[src/rtl/level_tile_fetcher.sv]
// level_tile_fetcher
//   Shares one read port of the 20x15 level-tile memory (3-bit block IDs) between a
//   per-line row prefetch and game-logic lookups. During horizontal blanking the tile row
//   for the next scanline is copied into a 20-entry line buffer. The display reads
//   blockType from that buffer, so it never touches the memory port while pixels are
//   visible. Game reads get the port only when no prefetch is running.
// Ports
//   clk, reset        system clock, asynchronous active-high reset
//   hCount, vCount    VGA pixel position (hCount may hold for several clocks)
//   mem_addr/mem_data level memory port, data returned one clock after the address
//   game_req/addr     game read request, held until game_grant
//   game_grant        the game address is on mem_addr this cycle
//   game_valid/data   read result one clock after the grant; data held until the next
//   blockType         registered tile ID under (hCount, vCount), 0 outside the play area
//   fetch_busy        a row prefetch owns the memory port
module level_tile_fetcher #(
  parameter int unsigned H_START = 144,
  parameter int unsigned H_TRIG  = 784,
  parameter int unsigned V_START = 35,
  parameter int unsigned COLS    = 20,
  parameter int unsigned ROWS    = 15
) (
  input  logic       clk,
  input  logic       reset,
  input  logic [9:0] hCount,
  input  logic [9:0] vCount,
  output logic [8:0] mem_addr,
  input  logic [2:0] mem_data,
  input  logic       game_req,
  input  logic [8:0] game_addr,
  output logic       game_grant,
  output logic       game_valid,
  output logic [2:0] game_data,
  output logic [2:0] blockType,
  output logic       fetch_busy
);

  localparam logic [9:0]  HStart   = 10'(H_START);
  localparam logic [9:0]  HEnd     = 10'(H_START + COLS * 32);
  localparam logic [9:0]  HTrig    = 10'(H_TRIG);
  localparam logic [9:0]  VStartPx = 10'(V_START);
  localparam logic [9:0]  VEndPx   = 10'(V_START + ROWS * 32);
  localparam logic [10:0] VStart   = 11'(V_START);
  localparam logic [10:0] VEnd     = 11'(V_START + ROWS * 32);
  localparam logic [8:0]  RowStep  = 9'(COLS);
  localparam logic [4:0]  LastCol  = 5'(COLS - 1);

  typedef enum logic [1:0] {StIdle, StFetch, StDrain} stateT;

  stateT      stateQ, stateD;
  logic [4:0] colQ, colD;
  logic [8:0] baseQ, baseD;
  logic [9:0] hPrevQ;
  logic [8:0] memAddrQ;
  logic       wrEn, wrEnQ;
  logic [4:0] wrIdxQ;
  logic       grantQ;
  logic [2:0] gameDataQ;
  logic [2:0] blockTypeQ;
  logic [2:0] lineBuf [COLS];

  // Trigger: hCount has just arrived at H_TRIG and the next line starts a tile row.
  logic [10:0] nextLine;
  logic [4:0]  lineOff;
  logic        rowStart;
  logic        trigger;

  assign nextLine = {1'b0, vCount} + 11'd1;
  assign lineOff  = 5'(nextLine - VStart);
  assign rowStart = (nextLine >= VStart) && (nextLine < VEnd) && (lineOff == 5'd0);
  assign trigger  = (hCount == HTrig) && (hPrevQ != HTrig) && rowStart;

  // Pixel lookup into the line buffer.
  logic       inArea;
  logic [4:0] tileIdx;

  assign inArea  = (hCount >= HStart) && (hCount < HEnd) &&
                   (vCount >= VStartPx) && (vCount < VEndPx);
  assign tileIdx = 5'((hCount - HStart) >> 5);

  always_comb begin
    stateD     = stateQ;
    colD       = colQ;
    baseD      = baseQ;
    mem_addr   = memAddrQ;
    game_grant = 1'b0;
    wrEn       = 1'b0;
    case (stateQ)
      StIdle: begin
        if (trigger) begin
          stateD = StFetch;
          colD   = 5'd0;
          // Row base accumulates one row per prefetch; restarts at the first play line.
          baseD  = (nextLine == VStart) ? 9'd0 : baseQ + RowStep;
        end else if (game_req) begin
          mem_addr   = game_addr;
          game_grant = 1'b1;
        end
      end
      StFetch: begin
        mem_addr = baseQ + {4'd0, colQ};
        wrEn     = 1'b1;
        if (colQ == LastCol) begin
          stateD = StDrain;
        end else begin
          colD = colQ + 5'd1;
        end
      end
      StDrain: begin
        stateD = StIdle;
      end
      default: begin
        stateD = StIdle;
      end
    endcase
  end

  always_ff @(posedge clk or posedge reset) begin
    if (reset) begin
      stateQ     <= StIdle;
      colQ       <= 5'd0;
      baseQ      <= 9'd0;
      hPrevQ     <= 10'd0;
      memAddrQ   <= 9'd0;
      wrEnQ      <= 1'b0;
      wrIdxQ     <= 5'd0;
      grantQ     <= 1'b0;
      gameDataQ  <= 3'd0;
      blockTypeQ <= 3'd0;
      for (int i = 0; i < int'(COLS); i++) begin
        lineBuf[i] <= 3'd0;
      end
    end else begin
      stateQ   <= stateD;
      colQ     <= colD;
      baseQ    <= baseD;
      hPrevQ   <= hCount;
      memAddrQ <= mem_addr;
      wrEnQ    <= wrEn;
      wrIdxQ   <= colQ;
      grantQ   <= game_grant;
      // Memory data lags the address by one clock, so writes and game captures use
      // the registered strobe from the issuing cycle.
      if (wrEnQ) begin
        lineBuf[wrIdxQ] <= mem_data;
      end
      if (grantQ) begin
        gameDataQ <= mem_data;
      end
      blockTypeQ <= inArea ? lineBuf[tileIdx] : 3'd0;
    end
  end

  assign fetch_busy = (stateQ != StIdle);
  assign game_valid = grantQ;
  assign game_data  = grantQ ? mem_data : gameDataQ;
  assign blockType  = blockTypeQ;

endmodule

[config.mk]
export PLATFORM = sky130hd
export DESIGN_NAME = level_tile_fetcher
export DESIGN_NICKNAME = d
export VERILOG_FILES = /design/src/rtl/level_tile_fetcher.sv
export SDC_FILE = /design/constraint.sdc
export NUM_CORES = 1
export LEC_CHECK = 0
export ABC_AREA = 1
export CAP_MARGIN = 20
export CORE_ASPECT_RATIO = 0.5
export CORE_MARGIN = 2
export CORE_UTILIZATION = 60
export DETAILED_ROUTE_END_ITERATION = 16
export PLACE_DENSITY = 0.82
export SYNTH_ARGS = -nofsm -noshare
export SYNTH_HDL_FRONTEND = slang
export SYNTH_SLANG_ARGS = --single-unit
export TNS_END_PERCENT = 30
[constraint.sdc]
create_clock -name clk -period 7.2 [get_ports clk]
set_clock_uncertainty 0.15 [all_clocks]
set_input_delay 0.72 -clock clk [delete_from_list [all_inputs] [get_ports clk]]
set_output_delay 0.72 -clock clk [all_outputs]
set_load 0.05 [all_outputs]
run_1/placed.png
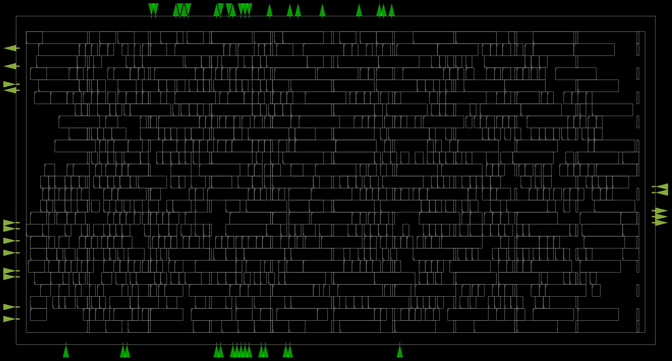
# rows: 25
tap cells: 135
Fillers: 777

run_1/ff_map.png
(3 px per um)
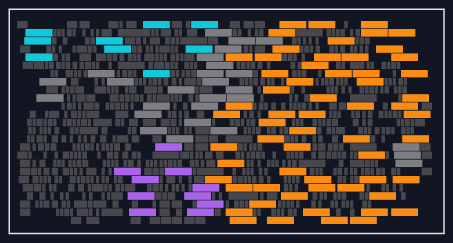
Key: memAddrQ = cyan [sequential cells 9]; hPrevQ = purple [sequential cells 10]; lineBuf = orange [sequential cells 60]
P_seq: 638 uW
FF+latch area: 2650 um^2
Seq area share: 38.6%

run_1/route_heat.png
(3 px per um) The die is cut into 29 by 15 equal tiles; dark purple is low, yellow is high, scaled to the fullest tile. Values are wire area over tile area, all layers added.
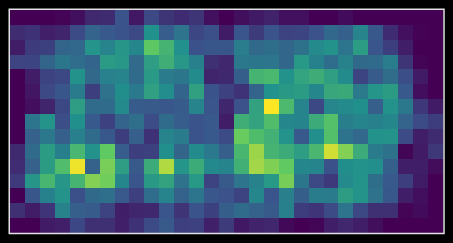
21% of the tiles are over half the peak. The fullest tile reaches 0.64. The mean over all tiles is 0.20.

==> impl_metrics.csv, run 1 <==
group,metric,value,unit
clock_tree,clk_pin_slew,60,ps
hold_path,hold_end,"wrIdxQ[1]$_DFF_PP0_",
final_layout,lay_top_cells,"nand2_1, dfrtp_1, inv_1",
final_layout,fin_cells,985,
synth,ys_top_logic_family,"simple AND/OR/NAND/NOR gates",
worst_setup_path,crit_family,"buffers and inverters",
final_layout,comb_cells,585,
worst_setup_path,r2r_end,"baseQ[4]$_DFFE_PP0P_",
run,maxCapViolCount,0,
worst_setup_path,worst-path-max-fanout,10,
place,place_area,6530,um^2
final_layout,clock_cell_area_share,4.59,%
pwr,clk-power,511,uW
outcome,status,"finished clean",
final_layout,top_register,"lineBuf",
grt,grt_pass1_wl,23200,um
timing,max_freq,0.209,GHz
floorplan,pin_count,53,
floorplan,initial_core_util,62.2,%
synth,ys.flops,106,
worst_setup_path,worstSetupPathType,"in -> out",
drt,vias_per_cell,5.45,
pwr,p_total,1380,uW
grt,grt_usage,27.6,%
final_layout,diodes,0,
pwr,pwr-share-comb,16.5,%
synth,area_leaders,"dfrtp_1, nand2_1, o21ai_0",
floorplan,die-width,144,um
synth,mux_share,0,%
grt,grt_overflow,0,
pwr,clkPwrFrac,37.2,%
timing,setup_viol,0,
synth,xor_share,1.04,%
synth,synth_cell_types,42,
clock_tree,post_cts_buffers,0,
synth,edf_count,0,
timing,tightest_slew,968,ps
final_layout,final_layout_size_suffix_gt1_share,7.06,%
worst_setup_path,cp-end-kind,"primary output",
synth,synthAdderAreaFrac,2.11,%
grt,first_global_vias,4939,
synth,ys_cells,799,
timing,period_used_share,66.4,%
timing,rsz0062_at_grt,"no",
grt,use_met3,6.31,%
timing,slew_headroom,35.4,%
drt,drc,0,
final_layout,finalInstanceArea,6880,um^2
final_layout,buf_share,8.30,%
worst_setup_path,cp-endpoint,"mem_addr[4]",
worst_setup_path,cp.arrival,3910,ps
floorplan,coreArea,9510,um^2
hold_path,hp-start,"colQ[1]$_DFFE_PP0P_",
worst_setup_path,r2r.worst_path.cells,6,
drt,wirelength_met1,6290,um
run,warning_count,29,
grt,use_met2,45.5,%
hold_path,min_path_cells,0,
clock_tree,ctsLongestPathBuffers,2,
synth,ys_seq_share,44.8,%
timing,fin_hold_ws,295,ps
pwr,p_sw_share,27.4,%
timing,final.setup.worst_slack,2420,ps
worst_setup_path,start_kind,"input pin",
worst_setup_path,cp_num_cells,15,
drt,antenna_left,0,
worst_setup_path,reg2reg_slack,4540,ps
drt,drt-initial-drc-count,476,
synth,synth.largest_area_cell,"dfrtp_1",
worst_setup_path,timing.rr.start,"stateQ[1]$_DFFE_PP0P_",
pwr,top_power_group,"sequential cells",
drt,route.detailed.wl_per_inst,13.7,um
clock_tree,cts_resized,0,
final_layout,flops,106,
clock_tree,ctsHtreeMaxLevel,3,
timing,hold_viol_final,0,
final_layout,comb_area_share,41.3,%
clock_tree,clkLatencyLatePin,350,ps
final_layout,reg.largest.list,"lineBuf x60, hPrevQ x10, memAddrQ x9",
pwr,comb-power,227,uW
place,dp_cells,968,
grt,antenna_found_initial,0,
grt,grt_use_met1,37.9,%
clock_tree,cts_made_buffers,9,
synth,ys_area,5920,um^2
synth,top_cells_by_count,"nand2_1, dfrtp_1, inv_1",
hold_path,hp-class,"reg -> reg",
pwr,p_int,999,uW
pwr,p_leak,0.00343,uW
final_layout,largest_cell_class,"multi-input combinational cells",
floorplan,die_h,74.2,um
pwr,pwr-share-seq,46.4,%
final_layout,n_all_inverters,87,
grt,grt.busiest_layer,"met2",
final_layout,clkbuf_count,12,
drt,first_pass_iters,6,
floorplan,dieArea,10700,um^2
==> run 2, diff against run 1 <==
Settings changed: CORE_UTILIZATION 60 to 53, PLACE_DENSITY 0.82 to 0.76.
Clock period 7.2 ns to 4 ns, I/O delays scaled along.
run_2/sizing.png
(2 px per um)
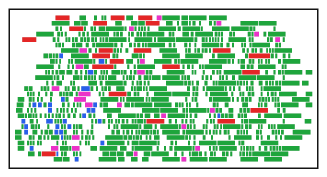
Key: x2 = blue [cells 29, most used nand2_2]; x3 and x4 = magenta [cells 23, most used buf_4]; x1 and smaller = green [cells 781, most used nand2_1]; x6 and larger = red [cells 21]

run_2/floorplan.png
(4 px per um) Pins as bars on the die edge.
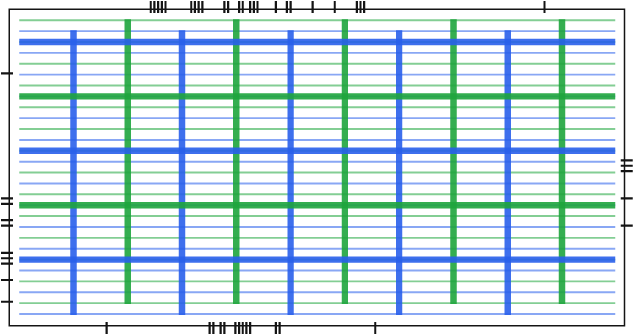
Key: VSS = blue; VDD = green
28 met1 rails follow the rows. 10 straps on met4.

run_2/route_heat.png
(3 px per um) The die is cut into 31 by 16 equal tiles; dark purple is low, yellow is high, scaled to the fullest tile. Values are wire area over tile area, all layers added.
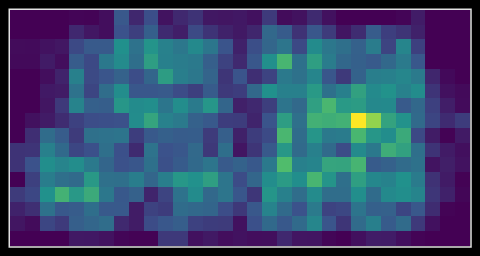
The densest ninth of the die: east. The mean over all tiles is 0.18. 9.7% of the tiles are over half the peak. 12% of the tiles are nearly empty. The fullest tile reaches 0.69.

==> impl_metrics.csv, run 2 <==
group,metric,value,unit
timing,timing.setup.tns,0,ps
synth,ys_cells,799,
grt,grt_usage,24.3,%
worst_setup_path,timing.rr.start,"colQ[3]$_DFFE_PP0P_",
final_layout,top_register,"lineBuf",
drt,wirelength_met1,6420,um
synth,aoi_share,10.6,%
synth,ys_top_logic_family,"simple AND/OR/NAND/NOR gates",
pwr,powerSeq,1150,uW
synth,xor_share,1.04,%
pwr,clk-power,926,uW
synth,top_area_share,44.8,%
clock_tree,ctsLongestPathBuffers,2,
synth,syn_area_per_cell,7.41,um^2
pwr,top_power_group,"sequential cells",
place,place_area,6680,um^2
floorplan,dieArea,12100,um^2
pwr,pwr-share-comb,17.2,%
clock_tree,post_cts_buffers,0,
timing,rsz0062_at_grt,"no",
synth,synthAdderAreaFrac,2.11,%
run,maxCapViolCount,0,
synth,mux_share,0,%
final_layout,diodes,0,
worst_setup_path,start_kind,"input pin",
synth,synthesis.nets,844,
floorplan,die-width,153,um
place,place.port_buffers,52,
final_layout,clock_cell_area_share,4.42,%
worst_setup_path,worst-path-max-fanout,10,
final_layout,fillers,1026,
grt,first_global_vias,5022,
drt,vias_per_cell,5.33,
floorplan,initial_core_util,54.1,%
floorplan,num_rows,27,
floorplan,coreArea,10900,um^2
synth,synth.largest_area_cell,"dfrtp_1",
worst_setup_path,r2r_end,"memAddrQ[8]$_DFF_PP0_",
clock_tree,cts_resized,0,
synth,top_cells_by_count,"nand2_1, dfrtp_1, inv_1",
final_layout,lay_top_cells,"nand2_1, dfrtp_1, inv_1",
outcome,status,"finished clean",
timing,tightest_slew,858,ps
drt,drt-initial-drc-count,378,
final_layout,reg.largest.list,"lineBuf x60, hPrevQ x10, memAddrQ x9",
drt,routed_wl,13900,um
final_layout,clkbuf_count,10,
worst_setup_path,cp-end-kind,"primary output",
pwr,comb-power,431,uW
final_layout,finalInstanceArea,6990,um^2
final_layout,fin_cells,999,
drt,antenna_left,0,
synth,ys_async_sr_fraction,100,%
synth,ys_seq_share,44.8,%
worst_setup_path,crit_family,"simple AND/OR/NAND/NOR gates",
worst_setup_path,cp_num_cells,16,
synth,synth_cell_types,42,
final_layout,largest_register_ff_count,60,
clock_tree,ctsHtreeMaxLevel,3,
drt,drc,0,
drt,route.detailed.wl_per_inst,13.9,um
clock_tree,cts_tree,"built",
final_layout,logic_area,2840,um^2
final_layout,area_growth,18.1,%
worst_setup_path,cp.arrival,2970,ps
pwr,p_per_area,358,nW/um^2
pwr,p_sw_share,27.1,%
final_layout,flops,106,
worst_setup_path,crit_buf_inv,3,
hold_path,min_path_cells,0,
pwr,p_int,1830,uW
grt,grt.busiest_layer,"met2",
final_layout,final_layout_size_suffix_gt1_share,8.55,%
hold_path,hold_end,"wrIdxQ[1]$_DFF_PP0_",
run,warning_count,29,
timing,final.setup.worst_slack,482,ps
synth,edf_count,0,
floorplan,pin_count,53,
pwr,clkPwrFrac,37.0,%
place,dp_cells,984,
worst_setup_path,crit_chain,"clkdlybuf4s50_1, ha_1, inv_2, nand2_1, nand2_1, nor2_4, nand2_1, nor2_1, nand3_1, nand2_2, nand3_4, nand2_4, nand2_1, nand3_1, nand3_1, buf_12",
grt,grt_use_met1,33.5,%
timing,period_used_share,87.9,%
final_layout,ff_latch_area,2650,um^2
pwr,pwr-share-seq,45.8,%
timing,report.final.slew_viol_count,0,
grt,grt_max_degree,65,
worst_setup_path,slowest_stage,"clkdlybuf4s50_1",
hold_path,hp-class,"reg -> reg",
synth,ys_area,5920,um^2
drt,first_pass_iters,5,
timing,max_freq,0.284,GHz
grt,use_met3,4.15,%
clock_tree,clkLatencyLatePin,340,ps
final_layout,nets,895,
final_layout,buf_share,9.67,%
floorplan,tapCellCount,145,
grt,use_met2,41.0,%
timing,slew_headroom,42.4,%
drt,dr_wl_met3,751,um
worst_setup_path,worstSetupPathType,"in -> out",
synth,ys.flops,106,
worst_setup_path,r2r.worst_path.cells,12,
final_layout,seq_share,38.0,%
pwr,p_total,2510,uW
place,pre_cts_ws,506,ps
pwr,p_leak,0.00348,uW
final_layout,largest_cell_class,"multi-input combinational cells",
final_layout,comb_cells,585,
grt,grt_overflow,0,
grt,antenna_found_initial,0,
clock_tree,clk_pin_slew,60,ps
final_layout,n_all_buffers,61,
hold_path,hp-start,"colQ[1]$_DFFE_PP0P_",
clock_tree,cts_made_buffers,9,
worst_setup_path,reg2reg_slack,1650,ps
worst_setup_path,cp-endpoint,"mem_addr[8]",
final_layout,comb_area_share,40.6,%
timing,fin_crit,3520,ps
drt,dr_wl_met2,6600,um
floorplan,die_h,78.7,um
timing,hold_viol_final,0,
timing,fin_hold_ws,304,ps
synth,area_leaders,"dfrtp_1, nand2_1, o21ai_0",
place,place_congestion,0.901,
final_layout,n_all_inverters,87,
grt,grt_pass1_wl,23700,um
timing,setup_viol,0,
==> run 3, diff against run 2 <==
Settings changed: GPL_ROUTABILITY_DRIVEN set to 0.
==> impl_metrics.csv, run 3 <==
group,metric,value,unit
final_layout,largest_register_ff_count,60,
clock_tree,clk_pin_slew,60,ps
synth,xor_share,1.04,%
final_layout,logic_area,2840,um^2
synth,mux_share,0,%
clock_tree,root_buffer,"clkbuf_16",
clock_tree,ctsLongestPathBuffers,2,
timing,hold_viol_final,0,
worst_setup_path,cp-endpoint,"mem_addr[1]",
grt,grt_pass1_wl,24000,um
timing,timing.setup.tns,0,ps
worst_setup_path,timing.rr.start,"stateQ[1]$_DFFE_PP0P_",
place,place_area,6680,um^2
pwr,pwr-share-seq,46.5,%
grt,grt_overflow,0,
worst_setup_path,cp-end-kind,"primary output",
worst_setup_path,start_kind,"input pin",
synth,synthAdderAreaFrac,2.11,%
final_layout,diodes,0,
floorplan,dieArea,12100,um^2
hold_path,hold_end,"wrIdxQ[1]$_DFF_PP0_",
pwr,clkPwrFrac,36.0,%
timing,slew_headroom,33.3,%
synth,top_area_share,44.8,%
drt,drc,0,
synth,synth.largest_area_cell,"dfrtp_1",
worst_setup_path,cp.arrival,2970,ps
pwr,top_power_group,"sequential cells",
pwr,comb-power,432,uW
timing,rsz0062_at_grt,"no",
grt,first_global_vias,5049,
grt,antenna_found_initial,0,
place,dp_cells,984,
final_layout,area_growth,17.9,%
final_layout,largest_cell_class,"multi-input combinational cells",
worst_setup_path,worstSetupPathType,"in -> out",
pwr,p_leak,0.00348,uW
synth,ys_cells,799,
worst_setup_path,crit_chain,"clkdlybuf4s50_1, ha_1, inv_2, nand2_1, nand2_1, nor2_4, nand2_1, nor2_1, nand3_1, nand2_2, nand3_4, nand2_4, nand2_1, nand3_1, nand3_1, buf_12",
clock_tree,clkLatencyLatePin,340,ps
synth,ys.flops,106,
final_layout,finalInstanceArea,6980,um^2
final_layout,comb_area_share,40.7,%
hold_path,min_path_cells,0,
clock_tree,cts_tree,"built",
floorplan,initial_core_util,54.1,%
drt,drt-initial-drc-count,405,
worst_setup_path,crit_start,"vCount[0]",
worst_setup_path,r2r.worst_path.cells,7,
drt,first_pass_iters,5,
run,warning_count,29,
grt,grt_use_met1,34.5,%
final_layout,final_layout_size_suffix_gt1_share,8.54,%
synth,ys_async_sr_fraction,100,%
worst_setup_path,cp_num_cells,16,
synth,ys_seq_share,44.8,%
clock_tree,post_cts_buffers,0,
pwr,p_per_area,354,nW/um^2
grt,use_met3,4.42,%
final_layout,ff_latch_area,2650,um^2
grt,grt.busiest_layer,"met2",
final_layout,fillers,984,
timing,setup_viol,0,
final_layout,reg.largest.list,"lineBuf x60, hPrevQ x10, memAddrQ x9",
outcome,status,"finished clean",
worst_setup_path,worst-path-max-fanout,10,
timing,tightest_slew,993,ps
final_layout,buf_share,9.68,%
pwr,p_sw_share,27.7,%
drt,antenna_left,0,
timing,period_used_share,87.9,%
synth,synthesis.nets,844,
clock_tree,ctsHtreeMaxLevel,3,
synth,ys_sh_simple,34.2,%
worst_setup_path,reg2reg_slack,1690,ps
synth,top_cells_by_count,"nand2_1, dfrtp_1, inv_1",
final_layout,fin_cells,1000,
synth,synth_area,5920,um^2
floorplan,pin_count,53,
synth,area_leaders,"dfrtp_1, nand2_1, o21ai_0",
drt,dr_wl_met2,6400,um
final_layout,clock_cell_area_share,4.27,%
clock_tree,cts_resized,0,
pwr,clk-power,889,uW
worst_setup_path,slowest_stage,"clkdlybuf4s50_1",
drt,vias_per_cell,5.34,
synth,aoi_share,10.6,%
final_layout,final_util,63.7,%
synth,syn_area_per_cell,7.41,um^2
final_layout,comb_cells,585,
timing,fin_crit,3520,ps
final_layout,nets,895,
place,pre_cts_ws,498,ps
final_layout,top_register,"lineBuf",
place,place.port_buffers,52,
drt,wirelength_met1,6610,um
pwr,p_total,2470,uW
worst_setup_path,r2r_end,"colQ[4]$_DFFE_PP0P_",
synth,synth_dominant_cell_count,"nand2_1",
hold_path,hp-class,"reg -> reg",
worst_setup_path,crit_family,"simple AND/OR/NAND/NOR gates",
pwr,pwr-share-comb,17.5,%
hold_path,hp-start,"colQ[1]$_DFFE_PP0P_",
final_layout,n_all_inverters,87,
grt,use_met2,39.7,%
final_layout,n_all_buffers,61,
final_layout,lay_top_cells,"nand2_1, dfrtp_1, inv_1",
final_layout,final_common_cell,"nand2_1",
timing,report.final.slew_viol_count,0,
pwr,p_int,1780,uW
timing,fin_hold_ws,329,ps
drt,dr_wl_met3,596,um
timing,final.setup.worst_slack,482,ps
final_layout,flops,106,
timing,max_freq,0.284,GHz
final_layout,clkbuf_count,12,
pwr,powerSeq,1150,uW
grt,grt_max_degree,66,
worst_setup_path,crit_buf_inv,3,
synth,ys_top_logic_family,"simple AND/OR/NAND/NOR gates",
drt,top_layer,"met4",
floorplan,tapCellCount,145,
clock_tree,cts_made_buffers,9,
synth,ys_area,5920,um^2
run,maxCapViolCount,0,
synth,synth_cell_types,42,
synth,edf_count,0,
run_3/floorplan.png
(4 px per um) Pins as bars on the die edge.
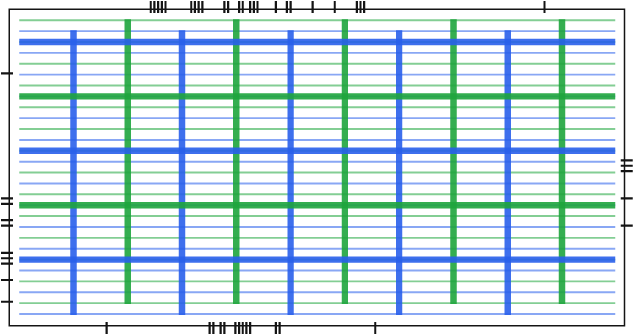
Max VDD drop: 0.195 mV
die height: 78.7 um
chip width: 153 um
core region area: 10900 um^2

run_3/placed.png
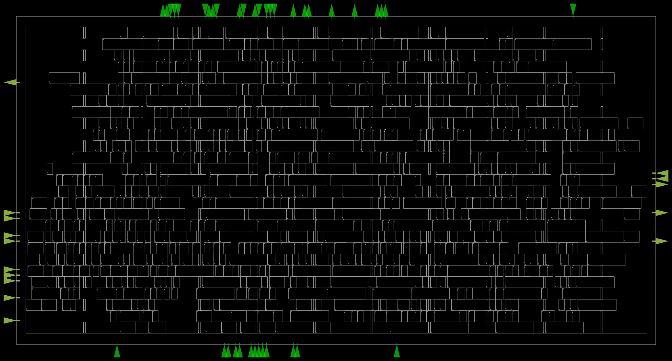
Seq area share: 38.0%
# rows: 27

run_3/route_heat.png
(3 px per um) The die is cut into 31 by 16 equal tiles; dark purple is low, yellow is high, scaled to the fullest tile. Values are wire area over tile area, all layers added.
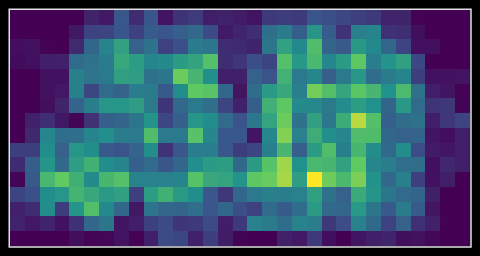
Total GRT Usage: 24.6%
WL final: 13900 um
Vias: 5336
drt wl/cell: 13.9 um

Power figures rest on the tool's default switching activity, not on a simulated workload.
